**config.mk**
```make
export PLATFORM = sky130hd
export DESIGN_NAME = alu_arbiter
export DESIGN_NICKNAME = d
export VERILOG_FILES = /design/src/rtl/alu_arbiter.sv
export SDC_FILE = /design/constraint.sdc
export NUM_CORES = 1
export LEC_CHECK = 0
export CAP_MARGIN = 20
export CORE_MARGIN = 5
export CORE_UTILIZATION = 44
export CTS_CLUSTER_SIZE = 14
export DETAILED_ROUTE_END_ITERATION = 10
export GPL_ROUTABILITY_DRIVEN = 0
export PLACE_DENSITY = 0.87
export SYNTH_ARGS = -nofsm -noshare
export SYNTH_HDL_FRONTEND = slang
export SYNTH_SLANG_ARGS = --single-unit
```
**constraint.sdc**
```tcl
create_clock -name clk -period 3 [get_ports clk]
set_input_delay 0.3 -clock clk [delete_from_list [all_inputs] [get_ports clk]]
set_output_delay 0.3 -clock clk [all_outputs]
set_load 0.03 [all_outputs]
```
**src/rtl/alu_arbiter.sv**
```systemverilog
// alu_arbiter: round-robin front end for one shared combinational ALU.
// Requesters hand over operands through a valid/ready channel. The winner's
// operands are registered onto the ALU inputs. One cycle later the ALU result
// is captured and returned, tagged with the winner's index.
// Optional build macro ALU_ARB_STATS_EN adds the op_count output. op_count counts
// completed response handshakes and saturates at 16'hFFFF.
module alu_arbiter #(
    parameter int NUM_REQ = 2,
    parameter int DATA_W  = 16,
    parameter int SEL_W   = 2,
    localparam int ID_W   = (NUM_REQ > 1) ? $clog2(NUM_REQ) : 1
) (
    input  logic                      clk,
    input  logic                      rst,
    input  logic [NUM_REQ-1:0]        req_valid,
    output logic [NUM_REQ-1:0]        req_ready,
    input  logic [NUM_REQ*DATA_W-1:0] req_a,
    input  logic [NUM_REQ*DATA_W-1:0] req_b,
    input  logic [NUM_REQ*SEL_W-1:0]  req_sel,
    output logic                      rsp_valid,
    input  logic                      rsp_ready,
    output logic [DATA_W-1:0]         rsp_data,
    output logic [ID_W-1:0]           rsp_id,
    output logic [DATA_W-1:0]         alu_a,
    output logic [DATA_W-1:0]         alu_b,
    output logic [SEL_W-1:0]          alu_sel,
    input  logic [DATA_W-1:0]         alu_out
`ifdef ALU_ARB_STATS_EN
    ,
    output logic [15:0]               op_count
`endif
);

    typedef enum logic [1:0] {
        IDLE = 2'd0,
        EXEC = 2'd1,
        RESP = 2'd2
    } state_t;

    state_t state;

    // Index of the most recent grant; the search starts one past it.
    logic [ID_W-1:0] ptr;

    logic [DATA_W-1:0] a_arr   [NUM_REQ];
    logic [DATA_W-1:0] b_arr   [NUM_REQ];
    logic [SEL_W-1:0]  sel_arr [NUM_REQ];

    logic [2*NUM_REQ-1:0] dbl_valid;
    logic [2*NUM_REQ-1:0] shf_valid;
    logic [NUM_REQ-1:0]   rot_valid;
    logic                 any_valid;
    logic [ID_W-1:0]      grant;
    int                   off;
    int                   gsum;

    // Unpack the flat request buses into per-requester views.
    always_comb begin
        for (int i = 0; i < NUM_REQ; i++) begin
            a_arr[i]   = req_a[i*DATA_W +: DATA_W];
            b_arr[i]   = req_b[i*DATA_W +: DATA_W];
            sel_arr[i] = req_sel[i*SEL_W +: SEL_W];
        end
    end

    // Round-robin pick. Rotate the valid vector so that bit 0 is requester
    // ptr+1, take the lowest set bit, then map that offset back to an index.
    always_comb begin
        dbl_valid = {req_valid, req_valid};
        shf_valid = dbl_valid >> (ptr + 1'b1);
        rot_valid = shf_valid[NUM_REQ-1:0];
        any_valid = |req_valid;
        off       = 0;
        for (int i = NUM_REQ - 1; i >= 0; i--) begin
            if (rot_valid[i]) begin
                off = i;
            end
        end
        gsum = int'(ptr) + 1 + off;
        if (gsum >= NUM_REQ) begin
            gsum = gsum - NUM_REQ;
        end
        grant = ID_W'(gsum);
    end

    // Accept only in IDLE. Held low while rst is asserted so that no
    // handshake can appear during reset.
    always_comb begin
        req_ready = '0;
        for (int i = 0; i < NUM_REQ; i++) begin
            req_ready[i] = !rst && (state == IDLE) && any_valid && (grant == ID_W'(i));
        end
    end

    // Transaction FSM: capture operands, then the result, then hold the
    // response until the consumer takes it.
    always_ff @(posedge clk or posedge rst) begin
        if (rst) begin
            state     <= IDLE;
            ptr       <= ID_W'(NUM_REQ - 1);
            rsp_valid <= 1'b0;
            rsp_data  <= '0;
            rsp_id    <= '0;
            alu_a     <= '0;
            alu_b     <= '0;
            alu_sel   <= '0;
        end else begin
            case (state)
                IDLE: begin
                    if (any_valid) begin
                        alu_a   <= a_arr[grant];
                        alu_b   <= b_arr[grant];
                        alu_sel <= sel_arr[grant];
                        rsp_id  <= grant;
                        ptr     <= grant;
                        state   <= EXEC;
                    end
                end
                EXEC: begin
                    rsp_data  <= alu_out;
                    rsp_valid <= 1'b1;
                    state     <= RESP;
                end
                RESP: begin
                    if (rsp_ready) begin
                        rsp_valid <= 1'b0;
                        state     <= IDLE;
                    end
                end
                default: begin
                    rsp_valid <= 1'b0;
                    state     <= IDLE;
                end
            endcase
        end
    end

`ifdef ALU_ARB_STATS_EN
    // Count response handshakes; stick at all-ones instead of wrapping.
    always_ff @(posedge clk or posedge rst) begin
        if (rst) begin
            op_count <= '0;
        end else if ((state == RESP) && rsp_ready && (op_count != 16'hFFFF)) begin
            op_count <= op_count + 16'd1;
        end
    end
`endif

endmodule

```
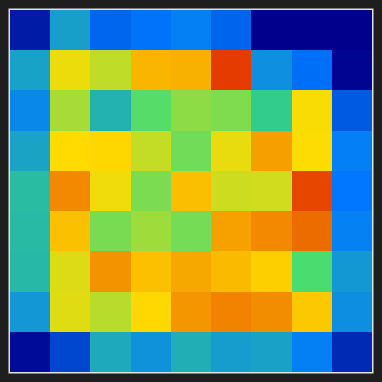
Figure 1: run 1, cell area per tile.
Scale: 4 px per µm. 9 x 9 tiles, from dark blue (low) to red (high), 0 to 100% covered.
tiles over 75% full: 28%
fullest tile: 93%
emptiest ninth of the die: top right
mean over tiles: 52%

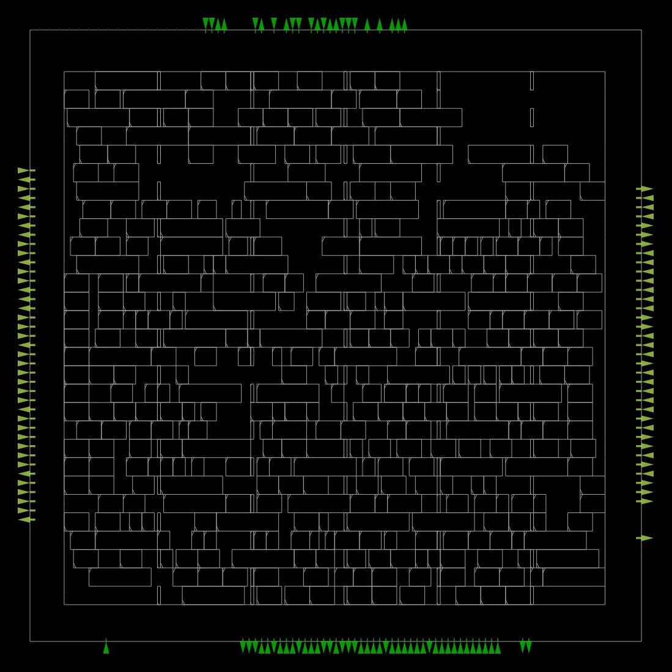
Figure 2: run 1, placement view.
Final Non-Filler Cells: 466
Std-Cell Rows: 29
flop count: 55
n_taps: 77
fillers: 499

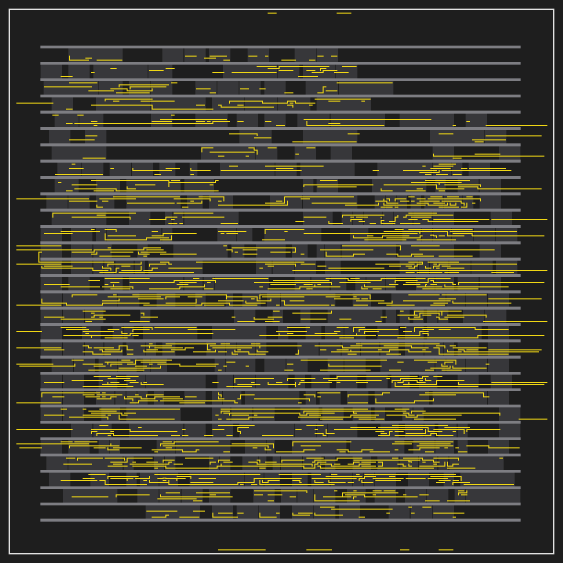
Figure 3: run 1, signal wires on met1.
Scale: 6 px per µm. Supply wires on this layer in gray. Cells faint in the background.
share of all routed wire: 41%
longest straight run: 42.3 µm
nets with wire on the layer: 403

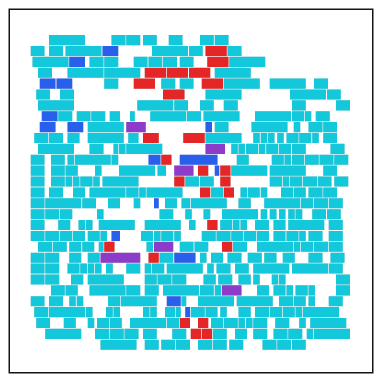
Figure 4: run 1, cells by drive strength.
Scale: 4 px per µm.
[cyan] x1 and smaller | cells: 342 | share: 88% | most used: clkdlybuf4s50_1
[blue] x2 | cells: 16 | share: 4.1% | most used: mux2_2
[red] x3 and x4 | cells: 25 | share: 6.4% | most used: buf_4
[purple] x6 and larger | cells: 6 | share: 1.5% | most used: clkbuf_8

==> flow_summary.toml, run 1 <==
# implementation run metrics
[final_timing]
hold_ws_ps = 378.6
worst_pin_slew_ps = 671.2
tns_ps = 0

[synth]
most_common_cell = "o2111ai_1"
synth_area_per_cell_um2 = 10.80
yosys.area_share.simple_pct = 7.375
synth.distinct_cells = 27
syn_nets = 353

[cells_and_area]
clock_buffers = 5
n_all_buffers = 154
final_nets = 477

[global_route]
grt_pass1_wl_um = 15480
overflow = 0

[drt]
met2_wirelength_um = 4569
drc = 0

[power_and_ir_drop]
power-top-group = "combinational logic"

[setup_path]
r2r_slack_ps = 1420

[clock_network]
clk_pin_slew_ps = 100
post_cts_buffers = 0

[floorplanning]
pin_count = 143

[run_status]
status = "finished, final reports clean"
Figure 5. Nets reached from selected ports (run 1).
Scale: 4 px per µm.
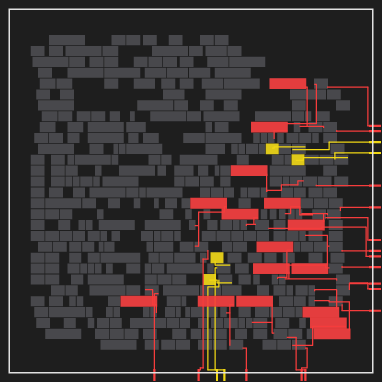

==> inputs of run 2 (changes only) <==
--- a/config.mk
+++ b/config.mk
@@ -7,11 +7,11 @@
 export LEC_CHECK = 0
 export CAP_MARGIN = 20
 export CORE_MARGIN = 5
-export CORE_UTILIZATION = 44
+export CORE_UTILIZATION = 36
 export CTS_CLUSTER_SIZE = 14
 export DETAILED_ROUTE_END_ITERATION = 10
 export GPL_ROUTABILITY_DRIVEN = 0
-export PLACE_DENSITY = 0.87
+export PLACE_DENSITY = 0.76
 export SYNTH_ARGS = -nofsm -noshare
 export SYNTH_HDL_FRONTEND = slang
 export SYNTH_SLANG_ARGS = --single-unit
==> constraint.sdc (replaced) <==
create_clock -name clk -period 2.03 [get_ports clk]
set_input_delay 0.203 -clock clk [delete_from_list [all_inputs] [get_ports clk]]
set_output_delay 0.203 -clock clk [all_outputs]
set_load 0.03 [all_outputs]
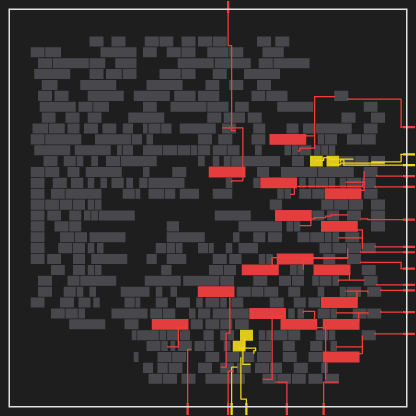
Figure 6: run 2, nets reached from selected ports.
Scale: 4 px per µm.
[yellow] req_sel | bits: 4 | direction: input | edge: 2 right, 2 bottom | end cells: 4 | wire: 90.8 µm
[red] alu_b | bits: 16 | direction: output | edge: 11 right, 4 bottom, 1 top | end cells: 16 | wire: 433 µm

==> run 2 against run 1 <==
Against the previous run: non-clock buffer count did not move; first-iteration DRC count rose by 7.9%; largest cell class unchanged; critical path depth decreased by 2; combinational power is 47% higher; highest routed layer unchanged.
==> flow_summary.toml, run 2 <==
# implementation run metrics
[run_status]
status = "finished, final reports clean"

[floorplanning]
initial_core_util_pct = 36.88
pin_count = 143

[cells_and_area]
design_area_um2 = 4433
final_cells = 491
final_nets = 477
drive_above_1_share_pct = 12.34
clock_buffers = 5
n_all_buffers = 154
diodes = 0
fillers = 676
flops = 55

[power_and_ir_drop]
power-top-group = "combinational logic"
switching_share_pct = 45.29
p_clk_mw = 0.735

[synth]
yosys.area_share.simple_pct = 7.375
syn_area_um2 = 2850
most_common_cell = "o2111ai_1"
synth.distinct_cells = 27
syn_nets = 353
synth_area_per_cell_um2 = 10.80
top_cells_by_count = "68 x o2111ai_1, 54 x dfrtp_1, 34 x nand3_1"

[drt]
first_pass_iters = 4
wl_per_cell_um = 19.35
drc = 0

[final_timing]
tns_ps = 0
hold_viol_final = 0
worst_pin_slew_ps = 662.5
hold_ws_ps = 366.0

[setup_path]
required_ps = 1830
endpoint = "req_ready[0]"
r2r_slack_ps = 460
critical_path_buf_inv_count = 2

[clock_network]
clock_path_buffers = 2
clk_pin_slew_ps = 90
post_cts_buffers = 0

[placement]
place_ws_ps = 66.88

[global_route]
overflow = 0
grt_pass1_wl_um = 15530
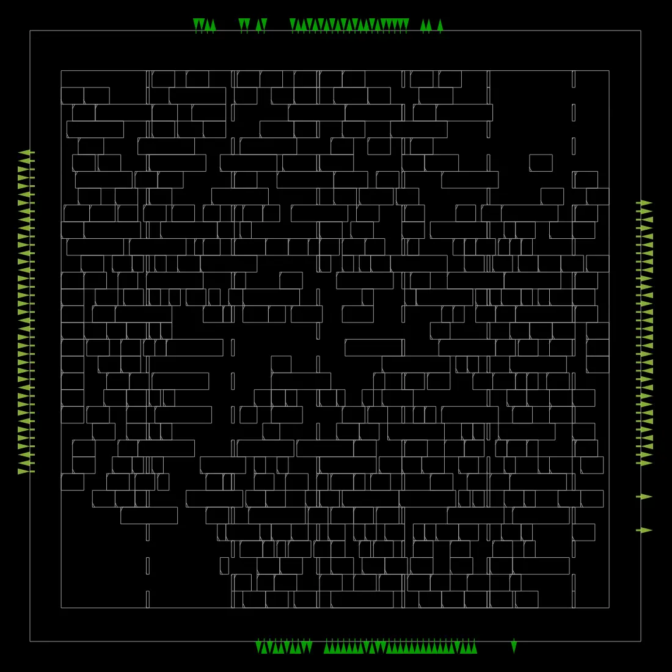
Figure 7: run 2, placement view.
fin util: 57.37%
flop share of the area: 31.08%
core box area: 7727 µm²
Std-Cell Rows: 32
n_taps: 102

Power and IR drop assume default switching activity.
